[src/rtl/alu_arbiter.sv]
// ============================================================================
// alu_arbiter: round-robin sharing of one combinational ALU between two
// requesters, with registered ALU inputs and a valid/ready response channel.
// Revision: 1.0
// ============================================================================
`default_nettype none

module alu_arbiter #(
  parameter int DATA_W = 32,
  parameter int OP_W   = 4
) (
  input  logic              clk,
  input  logic              rst_n,
  // requester 0
  input  logic              req0_valid,
  output logic              req0_ready,
  input  logic [DATA_W-1:0] req0_a,
  input  logic [DATA_W-1:0] req0_b,
  input  logic [OP_W-1:0]   req0_op,
  // requester 1
  input  logic              req1_valid,
  output logic              req1_ready,
  input  logic [DATA_W-1:0] req1_a,
  input  logic [DATA_W-1:0] req1_b,
  input  logic [OP_W-1:0]   req1_op,
  // shared ALU
  output logic [DATA_W-1:0] alu_a,
  output logic [DATA_W-1:0] alu_b,
  output logic [OP_W-1:0]   alu_op,
  input  logic [DATA_W-1:0] alu_result,
  // responses
  output logic              rsp0_valid,
  input  logic              rsp0_ready,
  output logic              rsp1_valid,
  input  logic              rsp1_ready,
  output logic [DATA_W-1:0] rsp_data,
  // status
  output logic              busy,
  output logic              owner
);

  typedef enum logic [1:0] {
    IDLE = 2'd0,
    EXEC = 2'd1,
    RESP = 2'd2
  } state_t;

  state_t state;
  logic   last_grant;
  logic   winner;
  logic   accept;
  logic   rsp_take;

  // On a tie the requester that did not win last time gets the grant.
  always_comb begin
    winner = 1'b0;
    if (req0_valid && req1_valid) begin
      winner = ~last_grant;
    end else if (req1_valid) begin
      winner = 1'b1;
    end
  end

  assign req0_ready = rst_n & (state == IDLE) & req0_valid & ~winner;
  assign req1_ready = rst_n & (state == IDLE) & req1_valid &  winner;
  assign accept     = req0_ready | req1_ready;
  assign busy       = (state != IDLE);
  assign rsp_take   = owner ? rsp1_ready : rsp0_ready;

  always_ff @(posedge clk or negedge rst_n) begin
    if (!rst_n) begin
      state      <= IDLE;
      last_grant <= 1'b1;
      owner      <= 1'b0;
      alu_a      <= '0;
      alu_b      <= '0;
      alu_op     <= '0;
      rsp_data   <= '0;
      rsp0_valid <= 1'b0;
      rsp1_valid <= 1'b0;
    end else begin
      case (state)
        IDLE: begin
          if (accept) begin
            alu_a      <= winner ? req1_a  : req0_a;
            alu_b      <= winner ? req1_b  : req0_b;
            alu_op     <= winner ? req1_op : req0_op;
            owner      <= winner;
            last_grant <= winner;
            state      <= EXEC;
          end
        end
        EXEC: begin
          rsp_data   <= alu_result;
          rsp0_valid <= ~owner;
          rsp1_valid <=  owner;
          state      <= RESP;
        end
        RESP: begin
          if (rsp_take) begin
            rsp0_valid <= 1'b0;
            rsp1_valid <= 1'b0;
            state      <= IDLE;
          end
        end
        default: begin
          state      <= IDLE;
          rsp0_valid <= 1'b0;
          rsp1_valid <= 1'b0;
        end
      endcase
    end
  end

endmodule

`default_nettype wire

[config.mk]
export PLATFORM = sky130hd
export DESIGN_NAME = alu_arbiter
export DESIGN_NICKNAME = d
export VERILOG_FILES = /design/src/rtl/alu_arbiter.sv
export SDC_FILE = /design/constraint.sdc
export NUM_CORES = 1
export LEC_CHECK = 0
export ABC_AREA = 1
export CORE_ASPECT_RATIO = 1.2
export CORE_MARGIN = 2
export CORE_UTILIZATION = 39
export CTS_CLUSTER_DIAMETER = 60
export DETAILED_ROUTE_END_ITERATION = 16
export MAX_ROUTING_LAYER = met4
export PLACE_DENSITY = 0.81
export SLEW_MARGIN = 15
export SYNTH_ARGS = -nofsm -noshare
export SYNTH_HDL_FRONTEND = slang
export SYNTH_SLANG_ARGS = --single-unit
[constraint.sdc]
create_clock -name clk -period 2 [get_ports clk]
set_input_delay 0.4 -clock clk [delete_from_list [all_inputs] [get_ports clk]]
set_output_delay 0.4 -clock clk [all_outputs]
set_load 0.01 [all_outputs]
Fig. 1: a small window of the routed layout
Window x 34 to 74, y 19 to 59 um. Cells in grey, sequential cells in the stronger grey; small squares are vias.
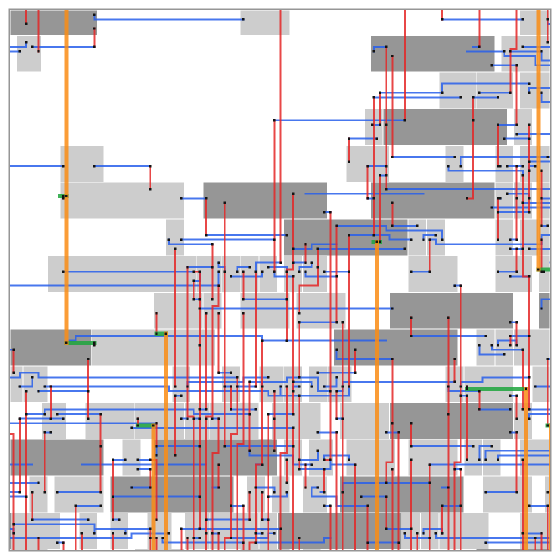
Key: met3 = green; met2 = red; met4 = orange; met1 = blue
Netlist names of flops here include `alu_b` (7), `rsp_data` (3), `alu_a` (2). Most frequent: nand2_1 (34), clkdlybuf4s50_1 (21), dfrtp_1 (15). Sequential cells in the window: 15. 100 logic cells have their middle in the window.

==> impl_metrics.ini <==
; physical design summary
[floorplanning]
fp-row-count = 45
pin_count = 280
chipArea_mm2 = 0.0140
taps = 164
initCoreUtil_pct = 40.0
die-width_um = 108
die_h_um = 129
core-area_mm2 = 0.0127

[setup_path]
cp-end-kind = output port
crit_path_start = req0_valid
r2r-end = rsp_data[13]
cp.required_ns = 1.60
path_max_fanout = 2
critPathMaxStageDelay_ns = 0.50
cp.arrival_ns = 1.52
worst_path_max_delay_cell = clkdlybuf4s50_1
rrSetupSlack_ns = 0.22
worstSetupStartpointType = primary input
worstPathCellList = clkdlybuf4s50_1 > nand2_2 > nand2_4 > inv_1 > nand2_2 > inv_1 > dlygate4sd2_1
path_class = in2out
r2r-start = state[0]
r2r.worst_path.cells = 4
crit_path_end = req1_ready

[clock_network]
post-cts-setup-buffers = 0
clock_sinks = 106
hold_buffers = 0
cts_made_buffers = 9
clk_pin_slew_worst_paths_ns = 0.07
cts_resized = 2
clk_path_buf_depth = 2
cts-root-buf = clkbuf_16
cts_tree = done
htreeDepth = 3

[synthesis]
fp_nets = 868
avgSynthCellArea_um2 = 7.34
synth_top_cell_by_area = dfrtp_1
ys_chip_area_mm2 = 0.00510
netlist_area_mm2 = 0.00510
ys_seq_share_pct = 52.1
synthDistinctLibCells = 15
yosys_cells = 694
top_cells_by_area = dfrtp_1 (52%), nand2_1 (28%), nand3_1 (14%), clkbuf_1 (1.6%), buf_2 (1.4%)
post_synth_inst_count = 694
yosysWarnings = 0
top_area_share_pct = 51.6
synth_flop_count = 106

[cells_and_area]
nNonClkBuffers = 293
nClkBuffers = 10
clk_share_pct = 3.88
ff_latch_area_mm2 = 0.00265
synthToLayoutAreaGrowth_pct = 63.3
comb-cell-share_pct = 26.4
lay_top_cells = nand2_1 (385), clkdlybuf4s50_1 (275), nand3_1 (137)
logic_gates = 531
non_clock_inverter_count = 8
sh_seq_area_pct = 31.9
largestClassByArea = non-clock buffers
finish.instance_area_mm2 = 0.00832
num-fill-cells = 1099
combGateArea_mm2 = 0.00220
nets = 1123
nonClkBufAreaFrac_pct = 35.0
layout_top_cell = nand2_1
design.seq.count = 106
drive_gt1_share_pct = 3.88
final_core_util_pct = 65.4
stdcell_count = 1118
diodes = 0
reg_top3 = alu_a x32, alu_b x32, rsp_data x32

[global_routing]
track_usage_pct = 23.6
grt_pass1_vias = 4931
antenna_found_initial = 0
grt_overflow = 0
grt_first_pass_wirelength_um = 25100
grt_max_degree = 71

[detailed_routing]
highest_layer = met4
wl_met1_um = 6620
drt_iter0_drc = 298
drcViolationCount = 0
dr_wl_met2_um = 8240
wirelength_um = 16400
vias_per_cell = 4.86
wl_met3_um = 1070
avgRoutedWirePerCell_um = 14.7
first_pass_iters = 6
drt.antenna.violating_nets = 0
vias = 5437

[job]
drv_cap = 0
openroad.warnings = 26

[place]
dp_cells = 1102
portBuffers = 279
postPlaceCellArea_mm2 = 0.00800
gp_congestion = 0.808
hpwl_um = 11500
place_ws_ns = -0.180

[final_timing]
clock.fmax_ghz = 0.522
final.setup.tns_ns = 0
hold_viol = 0
slew_viol_final = 0
period_used_pct = 95.8
period_needed_ns = 1.92
worst_slew_pin_slew_ns = 0.995
finalSetupViolCount = 0
setup_ws_ns = 0.0848
relSlewSlack_pct = 33.2
whs_ns = 0.0241
grt_setup_unrepaired = no

[power]
switching_share_pct = 35.7
comb-power_mw = 5.35
p_seq_share_pct = 34.2
p_comb_share_pct = 48.3
maxPowerGroup = combinational cells
p_leak_nw = 4.18
vdd_drop_max_mv = 0.678
powerSeq_mw = 3.79
power.total_mw = 11.1
p_clk_mw = 1.94
p_switching_mw = 3.96
intPower_mw = 7.12
powerDensity_mw_per_mm2 = 1330

[outcome]
status = finished, final reports clean

[min_path]
worstHoldPathType = in2async
Fig. 2: routed clock nets over the placement
The bar under the picture is 20 um long.
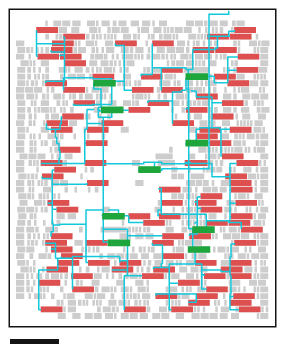
Key: clock wires = cyan [length 1320 um]; flip-flops = red [count 106]; cells driving clock nets = green [count 9]
There are 10 routed clock nets. Position of the flops: widely spread.
clk_skew: 0.0101 ns
Latency at later pin: 0.34 ns
Clock Power Share: 17.5%

==> cell families (layout without fill, tap and decap cells) <==
family                 after synthesis  after routing  synth area share [%]
AND-OR/OR-AND                        1              1                 0.319
buffers and inverters               57            317                  4.98
flip-flops                         106            106                  52.1
AND/OR/NAND/NOR                    530            530                  42.6
==> synthesized netlist by cell type (all sizes together) <==
library cell,count
nand2,388
nand3,138
dfrtp,105
buf,27
clkbuf,22
inv,7
nor2,4
a21oi,1
clkinv,1
dfstp,1
==> layer usage <==
layer	vias to the layer above	global-route usage (%)
met5	-	-
met4	0	9.80
met3	32	3.02
met2	215	40.9
met1	2498	27.7
li1	2692	-
==> critical path, delay by kind of cell <==
| family | cells | cell delay, ns |
|---|---|---|
| buffers and inverters | 4 | 0.90 |
| AND/OR/NAND/NOR | 3 | 0.22 |
Power figures rest on the tool's default switching activity, not on a simulated workload.
